Placed standard cells:
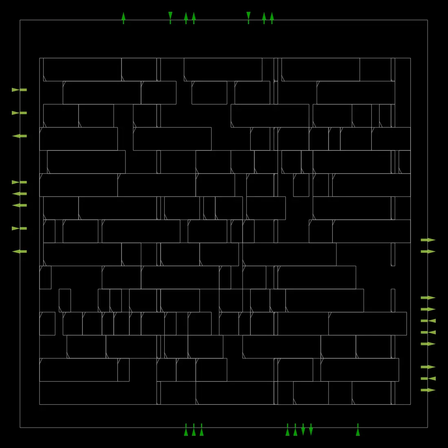
Routed clock nets over the placement:
The bar under the picture is 10 um long.
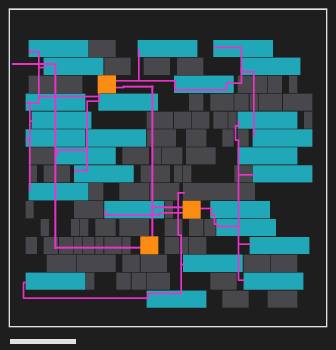
Register map, names as in the netlist:
The bar under the picture is 10 um long. Other sequential cells in the stronger gray, the rest of the logic in the fainter gray.
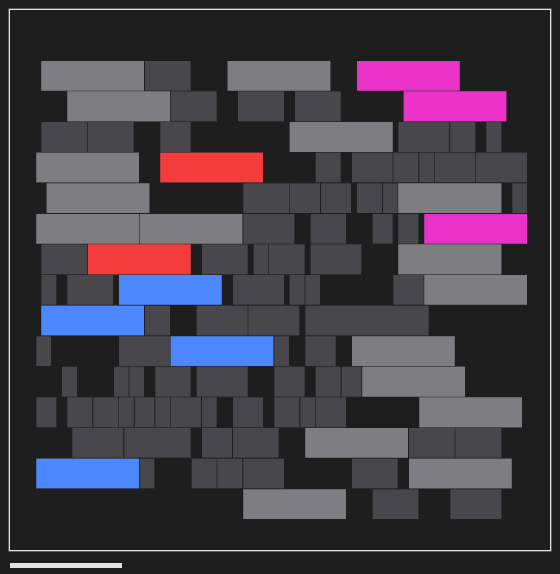
Cells by drive strength:
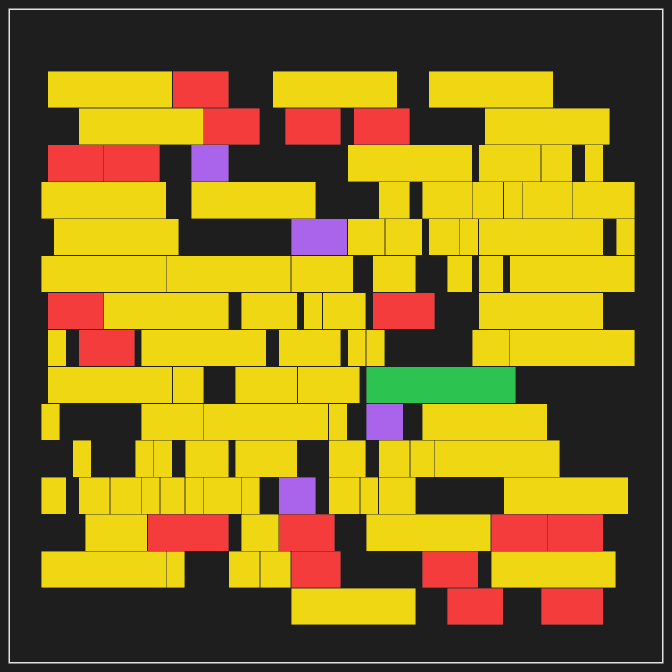
**src/rtl/fifo_access_arbiter_if.sv**
```systemverilog
// Bundle of the requester-side and FIFO-side signals of the FIFO access arbiter.
// The slave modport is the arbiter's view; master is the requesters' and FIFO's view.
interface fifo_access_arbiter_if #(
    parameter int DATA_W = 4
);
    logic              proc_wr_req;
    logic [DATA_W-1:0] proc_wr_data;
    logic              proc_wr_ack;
    logic              proc_rd_req;
    logic              proc_rd_ack;
    logic [DATA_W-1:0] proc_rd_data;
    logic              snoop_rd_req;
    logic              snoop_rd_ack;
    logic [DATA_W-1:0] snoop_rd_data;
    logic              fifo_wr_en;
    logic [DATA_W-1:0] fifo_data_in;
    logic              fifo_rd_en;
    logic [DATA_W-1:0] fifo_buf_out;
    logic              fifo_buf_empty;
    logic              fifo_buf_full;
    logic              rd_busy;

    modport slave (
        input  proc_wr_req, proc_wr_data, proc_rd_req, snoop_rd_req,
               fifo_buf_out, fifo_buf_empty, fifo_buf_full,
        output proc_wr_ack, proc_rd_ack, proc_rd_data, snoop_rd_ack, snoop_rd_data,
               fifo_wr_en, fifo_data_in, fifo_rd_en, rd_busy
    );

    modport master (
        output proc_wr_req, proc_wr_data, proc_rd_req, snoop_rd_req,
               fifo_buf_out, fifo_buf_empty, fifo_buf_full,
        input  proc_wr_ack, proc_rd_ack, proc_rd_data, snoop_rd_ack, snoop_rd_data,
               fifo_wr_en, fifo_data_in, fifo_rd_en, rd_busy
    );
endinterface

```
**src/rtl/fifo_access_arbiter.sv**
```systemverilog
// Serialises processor push, processor pop and snoop pop onto one shared FIFO.
// Define FIFO_ARB_STATS_EN to add saturating 16-bit activity counters.
module fifo_access_arbiter #(
    parameter int DATA_W           = 4,
    parameter int READ_LAT         = 1,
    parameter int SNOOP_MAX_STREAK = 4
) (
    input  logic                   clk,
    input  logic                   rst,
    fifo_access_arbiter_if.slave   bus
`ifdef FIFO_ARB_STATS_EN
    ,
    output logic [15:0]            stat_proc_pops_o,
    output logic [15:0]            stat_snoop_pops_o,
    output logic [15:0]            stat_pushes_o,
    output logic [15:0]            stat_full_stalls_o
`endif
);
    typedef enum logic [1:0] {IDLE, ISSUE, WAIT, DONE} rd_state_e;

    localparam logic [3:0] STREAK_MAX = 4'(SNOOP_MAX_STREAK);
    localparam logic [2:0] LAT_LOAD   = 3'(READ_LAT - 1);

    rd_state_e         state_q;
    logic [2:0]        lat_cnt_q;
    logic [3:0]        streak_q, streak_d;
    logic              grant_snoop_q;
    logic              rd_en_q, proc_ack_q, snoop_ack_q;
    logic [DATA_W-1:0] proc_data_q, snoop_data_q;
    logic              wr_en_q, wr_ack_q, wr_block_q;
    logic [DATA_W-1:0] wr_data_q;

    logic wr_fire, grant_go, snoop_wins;

    assign wr_fire    = bus.proc_wr_req & ~bus.fifo_buf_full & ~wr_block_q;
    assign grant_go   = (bus.proc_rd_req | bus.snoop_rd_req) & ~bus.fifo_buf_empty;
    // Snoop keeps priority until it has starved a waiting processor pop STREAK_MAX times.
    assign snoop_wins = bus.snoop_rd_req & ~(bus.proc_rd_req & (streak_q == STREAK_MAX));

    always_comb begin
        streak_d = streak_q;
        if (state_q == IDLE) begin
            if (!bus.proc_rd_req)
                streak_d = '0;
            else if (grant_go)
                streak_d = !snoop_wins              ? 4'd0 :
                           (streak_q == STREAK_MAX) ? STREAK_MAX : streak_q + 4'd1;
        end
    end

    // wr_block masks the cycle in which the requester is still seeing its ack.
    always_ff @(posedge clk or posedge rst) begin
        if (rst) begin
            wr_en_q    <= 1'b0;
            wr_ack_q   <= 1'b0;
            wr_block_q <= 1'b0;
            wr_data_q  <= '0;
        end else begin
            wr_en_q    <= wr_fire;
            wr_ack_q   <= wr_fire;
            wr_block_q <= wr_fire;
            if (wr_fire)
                wr_data_q <= bus.proc_wr_data;
        end
    end

    always_ff @(posedge clk or posedge rst) begin
        if (rst) begin
            state_q       <= IDLE;
            lat_cnt_q     <= '0;
            streak_q      <= '0;
            grant_snoop_q <= 1'b0;
            rd_en_q       <= 1'b0;
            proc_ack_q    <= 1'b0;
            snoop_ack_q   <= 1'b0;
            proc_data_q   <= '0;
            snoop_data_q  <= '0;
        end else begin
            rd_en_q     <= 1'b0;
            proc_ack_q  <= 1'b0;
            snoop_ack_q <= 1'b0;
            streak_q    <= streak_d;
            case (state_q)
                IDLE: if (grant_go) begin
                    grant_snoop_q <= snoop_wins;
                    rd_en_q       <= 1'b1;
                    state_q       <= ISSUE;
                end
                ISSUE: begin
                    lat_cnt_q <= LAT_LOAD;
                    state_q   <= WAIT;
                end
                WAIT: if (lat_cnt_q == 3'd0) begin
                    if (grant_snoop_q) snoop_data_q <= bus.fifo_buf_out;
                    else               proc_data_q  <= bus.fifo_buf_out;
                    state_q <= DONE;
                end else begin
                    lat_cnt_q <= lat_cnt_q - 3'd1;
                end
                DONE: begin
                    if (grant_snoop_q) snoop_ack_q <= 1'b1;
                    else               proc_ack_q  <= 1'b1;
                    state_q <= IDLE;
                end
                default: state_q <= IDLE;
            endcase
        end
    end

    assign bus.fifo_wr_en    = wr_en_q;
    assign bus.fifo_data_in  = wr_data_q;
    assign bus.proc_wr_ack   = wr_ack_q;
    assign bus.fifo_rd_en    = rd_en_q;
    assign bus.proc_rd_ack   = proc_ack_q;
    assign bus.proc_rd_data  = proc_data_q;
    assign bus.snoop_rd_ack  = snoop_ack_q;
    assign bus.snoop_rd_data = snoop_data_q;
    assign bus.rd_busy       = (state_q != IDLE);

`ifdef FIFO_ARB_STATS_EN
    function automatic logic [15:0] sat_inc(input logic [15:0] v, input logic en);
        return (en && v != 16'hFFFF) ? v + 16'd1 : v;
    endfunction

    logic [15:0] st_pp_q, st_sp_q, st_pu_q, st_fs_q;

    always_ff @(posedge clk or posedge rst) begin
        if (rst) begin
            st_pp_q <= '0;
            st_sp_q <= '0;
            st_pu_q <= '0;
            st_fs_q <= '0;
        end else begin
            st_pp_q <= sat_inc(st_pp_q, proc_ack_q);
            st_sp_q <= sat_inc(st_sp_q, snoop_ack_q);
            st_pu_q <= sat_inc(st_pu_q, wr_ack_q);
            st_fs_q <= sat_inc(st_fs_q, bus.proc_wr_req & bus.fifo_buf_full);
        end
    end

    assign stat_proc_pops_o   = st_pp_q;
    assign stat_snoop_pops_o  = st_sp_q;
    assign stat_pushes_o      = st_pu_q;
    assign stat_full_stalls_o = st_fs_q;
`endif
endmodule
```
**src/flat_wrapper.sv**
```systemverilog
// flat-port wrapper written by rule: the top's interface ports become plain ports
module fifo_access_arbiter_flat 
#(
    parameter int DATA_W           = 4,
    parameter int READ_LAT         = 1,
    parameter int SNOOP_MAX_STREAK = 4
)
  (clk, rst, bus_proc_wr_req, bus_proc_wr_data, bus_proc_rd_req, bus_snoop_rd_req, bus_fifo_buf_out, bus_fifo_buf_empty, bus_fifo_buf_full, bus_proc_wr_ack, bus_proc_rd_ack, bus_proc_rd_data, bus_snoop_rd_ack, bus_snoop_rd_data, bus_fifo_wr_en, bus_fifo_data_in, bus_fifo_rd_en, bus_rd_busy);
  fifo_access_arbiter_if #(.DATA_W(DATA_W)) bus_i ();
  input  logic clk;
  input  logic rst;
  input wire logic [$bits(bus_i.proc_wr_req)-1:0] bus_proc_wr_req;
  input wire logic [$bits(bus_i.proc_wr_data)-1:0] bus_proc_wr_data;
  input wire logic [$bits(bus_i.proc_rd_req)-1:0] bus_proc_rd_req;
  input wire logic [$bits(bus_i.snoop_rd_req)-1:0] bus_snoop_rd_req;
  input wire logic [$bits(bus_i.fifo_buf_out)-1:0] bus_fifo_buf_out;
  input wire logic [$bits(bus_i.fifo_buf_empty)-1:0] bus_fifo_buf_empty;
  input wire logic [$bits(bus_i.fifo_buf_full)-1:0] bus_fifo_buf_full;
  output wire logic [$bits(bus_i.proc_wr_ack)-1:0] bus_proc_wr_ack;
  output wire logic [$bits(bus_i.proc_rd_ack)-1:0] bus_proc_rd_ack;
  output wire logic [$bits(bus_i.proc_rd_data)-1:0] bus_proc_rd_data;
  output wire logic [$bits(bus_i.snoop_rd_ack)-1:0] bus_snoop_rd_ack;
  output wire logic [$bits(bus_i.snoop_rd_data)-1:0] bus_snoop_rd_data;
  output wire logic [$bits(bus_i.fifo_wr_en)-1:0] bus_fifo_wr_en;
  output wire logic [$bits(bus_i.fifo_data_in)-1:0] bus_fifo_data_in;
  output wire logic [$bits(bus_i.fifo_rd_en)-1:0] bus_fifo_rd_en;
  output wire logic [$bits(bus_i.rd_busy)-1:0] bus_rd_busy;
  assign bus_i.proc_wr_req = bus_proc_wr_req;
  assign bus_i.proc_wr_data = bus_proc_wr_data;
  assign bus_i.proc_rd_req = bus_proc_rd_req;
  assign bus_i.snoop_rd_req = bus_snoop_rd_req;
  assign bus_i.fifo_buf_out = bus_fifo_buf_out;
  assign bus_i.fifo_buf_empty = bus_fifo_buf_empty;
  assign bus_i.fifo_buf_full = bus_fifo_buf_full;
  assign bus_proc_wr_ack = bus_i.proc_wr_ack;
  assign bus_proc_rd_ack = bus_i.proc_rd_ack;
  assign bus_proc_rd_data = bus_i.proc_rd_data;
  assign bus_snoop_rd_ack = bus_i.snoop_rd_ack;
  assign bus_snoop_rd_data = bus_i.snoop_rd_data;
  assign bus_fifo_wr_en = bus_i.fifo_wr_en;
  assign bus_fifo_data_in = bus_i.fifo_data_in;
  assign bus_fifo_rd_en = bus_i.fifo_rd_en;
  assign bus_rd_busy = bus_i.rd_busy;
  fifo_access_arbiter #(.DATA_W(DATA_W), .READ_LAT(READ_LAT), .SNOOP_MAX_STREAK(SNOOP_MAX_STREAK)) u_core (.clk(clk), .rst(rst), .bus(bus_i));
endmodule
```
**config.mk**
```make
export PLATFORM = sky130hd
export DESIGN_NAME = fifo_access_arbiter_flat
export DESIGN_NICKNAME = d
export VERILOG_FILES = /design/src/rtl/fifo_access_arbiter_if.sv /design/src/rtl/fifo_access_arbiter.sv /design/src/flat_wrapper.sv
export SDC_FILE = /design/constraint.sdc
export NUM_CORES = 1
export LEC_CHECK = 0
export CAP_MARGIN = 25
export CORE_MARGIN = 2
export CORE_UTILIZATION = 65
export CTS_CLUSTER_SIZE = 25
export DETAILED_ROUTE_END_ITERATION = 7
export DONT_BUFFER_PORTS = 1
export PLACE_DENSITY = 0.82
export SYNTH_ARGS = -nofsm -noshare
export SYNTH_HDL_FRONTEND = slang
export SYNTH_SLANG_ARGS = --single-unit
```
**constraint.sdc**
```tcl
create_clock -name clk -period 3 [get_ports clk]
set_input_delay 0.3 -clock clk [delete_from_list [all_inputs] [get_ports clk]]
set_output_delay 0.3 -clock clk [all_outputs]
set_load 0.005 [all_outputs]
```
==> qor.csv <==
stage;metric;value;unit
timing;setup_ws;1.286;ns
logic_synthesis;yosys_cells;102;
timing;setup_violations;0;
cells_and_area;flop_area;650.6;um2
clocking;worstSkewPairLatency;0.32;ns
timing;whs;0.05197;ns
placement;pre_cts_slack;1.288;ns
setup_path;cp-end-kind;flop;
setup_path;cp_max_fo;8;
drt;wl_met2;878;um
power;power_density;894.1;mW/mm2
clocking;clockRootBuffer;clkbuf_4;
power;cellLeakagePower;0.6045;nW
power;powerComb;0.378;mW
power;p_int;0.7999;mW
clocking;cts_buffers;3;
drt;drt_iter0_drc;10;
setup_path;crit_family;flip-flops;
drt;wl_per_cell;14.78;um
logic_synthesis;mux_area_share;13.22;%
logic_synthesis;edf_count;0;
placement;dp_cells;125;
setup_path;r2r-start;u_core.state_q[0];
setup_path;path_class;reg2reg;
logic_synthesis;mappedNetlistArea;0.001259;mm2
clocking;h-tree-depth;1;
power;power_leader;sequential cells;
drt;vias;735;
timing;final.period_utilization;57.13;%
global_route;met1_usage;24.82;%
global_route;grt_max_degree;27;
setup_path;crit_end;u_core.bus.proc_rd_data[3];
cells_and_area;fin_nets;129;
power;p_comb_share;31.8;%
setup_path;worst-endpoint-arrival;1.94;ns
cells_and_area;syn_to_final_growth;5.467;%
die;fp.dieW;48.01;um
timing;slew_violations;0;
logic_synthesis;synth.distinct_cells;33;
power;p_total;1.187;mW
logic_synthesis;ys_sh_adder;8.946;%
run_status;status;completed;
timing;max_freq;583.5;MHz
drt;highest_layer;met4;
logic_synthesis;area_leaders;dfrtp_1 52%, mux2_2 11%, ha_1 8.9%, inv_1 2.7%, nand2_1 2.1%;
power;pwr-share-clk;20.1;%
global_route;grt_use_met3;4.151;%
drt;final_antenna_net_count;0;
drt;drt_pass1_iterations;3;
setup_path;crit_path_top_delay_cell;dfrtp_1;
drt;drt_wl_total;1.907;mm
timing;min_period;1.714;ns
logic_synthesis;top_area_cell;dfrtp_1;
logic_synthesis;top_cell_area_share;51.69;%
clocking;cts_resized;0;
cells_and_area;layout_top_cells;26 x dfrtp_1, 12 x mux2_2, 9 x inv_1, 9 x ha_1, 7 x nand2_1;
power;ir_worst_vdd;550.1;uV
setup_path;rrSetupSlack;1.29;ns
power;netSwitchingFraction;32.60;%
clocking;clk_path_buf_depth;2;
clocking;cts_sinks;26;
timing;relSlewSlack;37.43;%
cells_and_area;final_common_cell;dfrtp_1;
global_route;grtUsageTotal;19.00;%
die;chipArea;0.002304;mm2
logic_synthesis;yosys-stat-area;0.001259;mm2
clocking;clkTransAtPathRegs;0.14;ns
power;sequentialPowerShare;48.1;%
placement;port_buffers;0;
power;seq_power;0.571;mW
placement;dp_hpwl;1.425;mm
logic_synthesis;ff_type;dfrtp_1;
logic_synthesis;synthCells;102;
About 'placed standard cells':
Fill cells: 119
Layout Cells excl Fill: 129

About 'routed clock nets over the placement':
[clock-net drivers] orange | count: 3
[clock wires] magenta | length: 295 um
[flip-flops] cyan | count: 26
routed clock nets: 4
flops lie: spread over the die

About 'register map, names as in the netlist':
| signal | color | flops |
|---|---|---|
| u_core.lat_cnt_q | magenta | 3 |
| u_core.state_q | red | 2 |
| u_core.streak_q | blue | 4 |
not colored: 17

About 'cells by drive strength':
| size | color | cells | share |
|---|---|---|---|
| x2 | red | 17 | 16% |
| x3 and x4 | purple | 4 | 3.8% |
| x6 and larger | green | 1 | 0.96% |
| x1 and smaller | yellow | 82 | 79% |

## cells in the mapped netlist, types with 2 or more instances
library cell  instances
o22ai_1               2
ha_1                  9
dfrtp_1              26
inv_1                 9
nand3_1               2
nand2_1               7
nand3b_1              2
buf_4                 2
and2_1                2
o21ai_0               2
o21a_1                2
mux2_2               12
nor2_1                2
mux2i_1               2
nand4_1               2
nand2b_1              2
## layout make-up
type                            instances  share of cell area [%]
Inverter                                9                   2.545
Multi-Input combinational cell         65                   42.13
Clock buffer                            3                   1.697
Tap cell                               25                   2.356
Sequential cell                        26                   49.01
Clock inverter                          1                   2.262
## logic make-up after synthesis
group / Yosys count
fa+ha+maj: 9
mux: 15
compound gates: 16
simple gates: 25
buf+inv: 11
flops: 26
Power is estimated from default activity; no workload was simulated.
